<file path="src/rtl/shadow_ram_pkg.sv">
// Shared encodings for the shadow RAM loader: SPI opcodes, lock keys and default widths.
package shadow_ram_pkg;

  localparam int DEF_ADDR_W = 14;
  localparam int DEF_DATA_W = 8;

  typedef enum logic [1:0] {
    OP_SET_ADDR_LO = 2'd0,
    OP_SET_ADDR_HI = 2'd1,
    OP_WRITE_DATA  = 2'd2,
    OP_LOCK_CTL    = 2'd3
  } spi_op_e;

  typedef enum logic {
    ST_UNLOCKED = 1'b0,
    ST_LOCKED   = 1'b1
  } lock_state_e;

  localparam logic [7:0] LOCK_KEY   = 8'hA5;
  localparam logic [7:0] UNLOCK_KEY = 8'h5A;

endpackage

</file>
<file path="src/rtl/shadow_ram_arbiter.sv">
// Arbitrates shadow RAM writes between the Z80 (absolute priority, never stalled)
// and an SPI loader with an address pointer, saturating byte count and lock control.
module shadow_ram_arbiter
  import shadow_ram_pkg::*;
#(
  parameter int ADDR_W = DEF_ADDR_W,
  parameter int DATA_W = DEF_DATA_W
) (
  input  logic              clk,
  input  logic              rst,
  input  logic              z80_req,
  input  logic [ADDR_W-1:0] z80_addr,
  input  logic [DATA_W-1:0] z80_data,
  input  logic              spi_cmd_valid,
  input  logic [1:0]        spi_cmd,
  input  logic [7:0]        spi_byte,
  output logic              spi_cmd_ready,
  output logic [ADDR_W-1:0] ram_addr_w,
  output logic [DATA_W-1:0] ram_din,
  output logic              ram_write_en,
  output logic              locked,
  output logic [ADDR_W-1:0] load_ptr,
  output logic [ADDR_W:0]   load_count,
  output logic              err_sticky
);

  localparam logic [ADDR_W:0] CNT_MAX = {1'b1, {ADDR_W{1'b0}}};

  lock_state_e       r_state;
  lock_state_e       w_state_nxt;
  logic [ADDR_W-1:0] r_ptr;
  logic [ADDR_W:0]   r_count;
  logic              r_err;
  logic              r_wr_en;
  logic [ADDR_W-1:0] r_addr;
  logic [DATA_W-1:0] r_din;

  spi_op_e w_op;
  logic    w_spi_acc;
  logic    w_spi_wr;
  logic    w_spi_err;
  logic    w_unlock;

  // SPI only gets a slot when the Z80 is idle; nothing is accepted during reset.
  assign spi_cmd_ready = ~z80_req & ~rst;
  assign w_op          = spi_op_e'(spi_cmd);
  assign w_spi_acc     = spi_cmd_valid & spi_cmd_ready;
  assign w_spi_wr      = w_spi_acc && (w_op == OP_WRITE_DATA) && (r_state == ST_UNLOCKED);
  assign w_spi_err     = w_spi_acc && (w_op == OP_WRITE_DATA) && (r_state == ST_LOCKED);
  assign w_unlock      = w_spi_acc && (w_op == OP_LOCK_CTL) && (spi_byte == UNLOCK_KEY);

  always_comb begin
    w_state_nxt = r_state;
    if (w_spi_acc && (w_op == OP_LOCK_CTL)) begin
      if (spi_byte == LOCK_KEY)
        w_state_nxt = ST_LOCKED;
      else if (spi_byte == UNLOCK_KEY)
        w_state_nxt = ST_UNLOCKED;
    end
  end

  always_ff @(posedge clk) begin
    if (rst) begin
      r_state <= ST_UNLOCKED;
    end else begin
      r_state <= w_state_nxt;
    end
  end

  // Write port: one write per cycle, Z80 first; address/data hold when idle.
  always_ff @(posedge clk) begin
    if (rst) begin
      r_wr_en <= 1'b0;
      r_addr  <= '0;
      r_din   <= '0;
    end else begin
      r_wr_en <= z80_req | w_spi_wr;
      if (z80_req) begin
        r_addr <= z80_addr;
        r_din  <= z80_data;
      end else if (w_spi_wr) begin
        r_addr <= r_ptr;
        r_din  <= DATA_W'(spi_byte);
      end
    end
  end

  always_ff @(posedge clk) begin
    if (rst) begin
      r_ptr <= '0;
    end else if (w_spi_acc) begin
      case (w_op)
        OP_SET_ADDR_LO: r_ptr[7:0]        <= spi_byte;
        OP_SET_ADDR_HI: r_ptr[ADDR_W-1:8] <= spi_byte[ADDR_W-9:0];
        OP_WRITE_DATA:  if (r_state == ST_UNLOCKED) r_ptr <= r_ptr + 1'b1;
        default: ;
      endcase
    end
  end

  always_ff @(posedge clk) begin
    if (rst) begin
      r_count <= '0;
      r_err   <= 1'b0;
    end else begin
      if (w_unlock)
        r_count <= '0;
      else if (w_spi_wr && (r_count != CNT_MAX))
        r_count <= r_count + 1'b1;
      if (w_unlock)
        r_err <= 1'b0;
      else if (w_spi_err)
        r_err <= 1'b1;
    end
  end

  assign ram_write_en = r_wr_en;
  assign ram_addr_w   = r_addr;
  assign ram_din      = r_din;
  assign locked       = (r_state == ST_LOCKED);
  assign load_ptr     = r_ptr;
  assign load_count   = r_count;
  assign err_sticky   = r_err;

endmodule

</file>
<file path="config.mk">
export PLATFORM = sky130hd
export DESIGN_NAME = shadow_ram_arbiter
export DESIGN_NICKNAME = d
export VERILOG_FILES = /design/src/rtl/shadow_ram_pkg.sv /design/src/rtl/shadow_ram_arbiter.sv
export SDC_FILE = /design/constraint.sdc
export NUM_CORES = 1
export LEC_CHECK = 0
export CORE_ASPECT_RATIO = 1.4
export CORE_MARGIN = 3
export CORE_UTILIZATION = 45
export CTS_CLUSTER_SIZE = 10
export DETAILED_ROUTE_END_ITERATION = 7
export GPL_TIMING_DRIVEN = 0
export PLACE_DENSITY = 0.85
export SKIP_CTS_REPAIR_TIMING = 1
export SYNTH_ARGS = -nofsm -noshare
export SYNTH_HDL_FRONTEND = slang
export SYNTH_SLANG_ARGS = --single-unit
</file>
<file path="constraint.sdc">
create_clock -name clk -period 3.1 [get_ports clk]
set_input_delay 0.62 -clock clk [delete_from_list [all_inputs] [get_ports clk]]
set_output_delay 0.62 -clock clk [all_outputs]
set_load 0.02 [all_outputs]
</file>
### Supply network

(4 px per um) Pins as bars on the die edge.
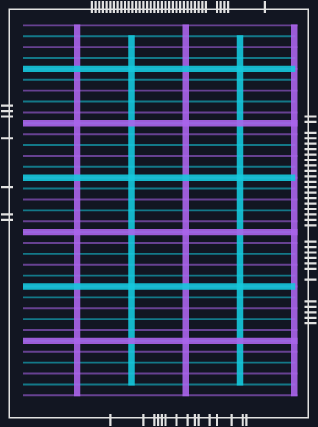
cyan -> VDD
purple -> VSS
rows = 34
signal pins = 91
Worst IR Drop VDD: 233 uV
core box area: 0.00630 sq mm
Die Y: 102 um
horizontal extent of the die: 74.4 um

==> ci_impl_report.md <==
## Synthesis and layout report

| Metric | Value |
|---|---|
| Sw power | 0.397 mW |
| Ordered cell list for the critical path | clkdlybuf4s50_1, nor2_1, clkdlybuf4s50_1 |
| Top flip-flop cell by instance count after synthesis | sky130_fd_sc_hd__dfxtp_1 |
| Row count | 34 |
| Area fraction in mux cells | 0% |
| Total I/O pin count | 91 |
| Power of the combinational group | about 0.27 mW |
| Top fanout value on the critical path | 6 |
| Sequential area share after synthesis | 36.7% |
| Maxcap violations | 0 |
| Simple Share, Synth | 29.5% |
| Total global routing overflow | 0 |
| Number of instances in the synthesized netlist | approximately 350 |
| Finished layout cell area | 0.00401 sq mm |
| Slew headroom | 54.7% |
| Part of the power in registers | 52.6% |
| DP Wirelength | 6990 um |
| Final worst-path setup slack | 0.547 ns |
| Synth async-reset ratio | 0% |
| H-tree levels | 2 |
| Cycle use final | 82.4% |
| Post-Synthesis Net Count | 386 |
| M3 GR Usage | 3.77% |
| Fmax | 392 MHz |
| Overall via count from detail_route | about 3.1k |
| Number of buffers added on ports | 88 |
| Sequential power | roughly 0.74 mW |
| Average footprint of a synthesized cell | 8.50 sq um |
| Pre-placement core utilization | 46.8% |
| CP delay by family, top | buffers and inverters |
| Antenna violations before repair | 0 |
| Worst Path Required | 2.48 ns |
| First-pass GRT wire length | 14500 um |
| Total detailed-routing wirelength | a little over 9000 um |
| Combined buffer and inverter count along the critical path | 2 |
| Registers, synthesis | 54 |
| Number of remaining DRC errors | 0 |
| Leakage power summed over all cells | between 1 and 1.5 nW |
| Pre-CTS WS | approximately 0.35 ns |
| Worst reg-to-reg path cell count | 5 |
| Tool Warnings | 27 |
| Placed Instance Area | 0.00392 sq mm |
| Post-layout instance count excluding filler cells | 515 |
| Routability congestion estimate | 0.947 |
| Time the final worst path needs with I/O delays and setup | 2.55 ns |
| Max stage delay on crit path | just over 0.6 ns |
| Master of the slowest instance on the critical path | sky130_fd_sc_hd__clkdlybuf4s50_1 |
| Count of inserted antenna diode cells | 0 |
| Iter 0 DRT Violations | between 200 and 250 |
| Count of antenna-violating nets left after detailed routing | 0 |
| AND-OR/OR-AND Cells, Area Fraction | a little over a quarter |
| Number of global-route vias before repair | 2936 |
| RSZ-0062 raised after global routing | no |
| CTS tree | built |
| Element type at the critical path start | input pin |
| Cell repeated most along the worst path | sky130_fd_sc_hd__clkdlybuf4s50_1 |
| Data arrival at the endpoint of the critical path | 1.93 ns |
| Instance count along the most critical hold path | 2 |
| Met1 usage in global routing | 32.2% |
| Start-to-end type of the worst setup path | in -> out |
| Clock buffer count from CTS | 5 |
| Flop2flop setup slack | around 1.1 ns |
| Core Util, Final | between 60% and 70% |
| Startpoint of the worst-slack reg-to-reg timing path | locked |
| Power per Cell Area | 351 mW/mm^2 |
| Post-DR wirelength/cell | 17.6 um |
| Int Power | approximately 1.0 mW |
| Switching portion of total power | about 28% |
| Worst hold path type | reg -> reg |
| Result of the run | finished, final reports clean |
| Detailed Routing Iterations Pass 1 | 5 |
| Commonest Layout Cell | sky130_fd_sc_hd__clkdlybuf4s50_1 |
### Clock distribution

(3 px per um)
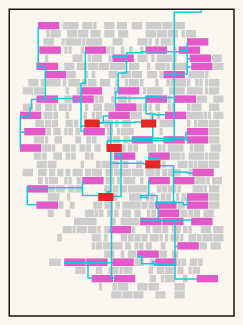
cyan -> clock wires  # length 625 um
magenta -> flip-flops  # count 54
red -> clock drivers  # count 5
routed clock nets = 6
flops lie = widely spread
clk pwr: 0.394 mW
Layout Skew: 0.0113 ns
insertion delay of the later-clocked pin in the worst-skew pair: 0.31 ns

[worst max-delay path by stage]
stage                     startpoint             to  slack, ns  depth (start not counted)
final                        z80_req  spi_cmd_ready       0.55                          3
after global routing         z80_req  spi_cmd_ready       0.47                          3
after CTS                    z80_req  spi_cmd_ready       0.55                          3
after detailed placement     z80_req  load_count[0]       0.35                          7
after global placement    spi_cmd[1]     err_sticky       0.38                          6
after floorplan           spi_cmd[0]    load_ptr[9]       1.14                          5
[synth_stat cells, types with 5 or more instances]
cell                        n  area (sq um)
sky130_fd_sc_hd__a21oi_1   24           120
sky130_fd_sc_hd__a311oi_1   6          52.6
sky130_fd_sc_hd__a311oi_2  17           255
sky130_fd_sc_hd__and2_1     5          31.3
sky130_fd_sc_hd__buf_2      5          25.0
sky130_fd_sc_hd__clkbuf_1   9          33.8
sky130_fd_sc_hd__dfxtp_1   54          1080
sky130_fd_sc_hd__inv_1      9          33.8
sky130_fd_sc_hd__nand2_1   58           218
sky130_fd_sc_hd__nand3_1    9          45.0
sky130_fd_sc_hd__nand4_1   10          62.6
sky130_fd_sc_hd__nor2_1    36           135
sky130_fd_sc_hd__o21ai_0   15          75.1
sky130_fd_sc_hd__or3_1      7          43.8
sky130_fd_sc_hd__or4_1      6          45.0
[sequential cells by signal (all words and copies together) (netlist names)]
signal        count
load_count       15
ram_din           8
err_sticky        1
ram_addr_w       14
load_ptr         14
ram_write_en      1
locked            1
[final cells by class]
| class | instances | area [sq um] |
|---|---|---|
| inverter | 10 | 37.5 |
| clock inverter | 2 | 13.8 |
| buffer | 19 | 104 |
| multi-input combinational | 264 | 1730 |
| fill | 557 | 2290 |
| sequential | 54 | 1080 |
| clock buffer | 6 | 72.6 |
| tap | 72 | 90.1 |
| timing repair buffer | 88 | 881 |
Power is estimated from default activity; no workload was simulated.
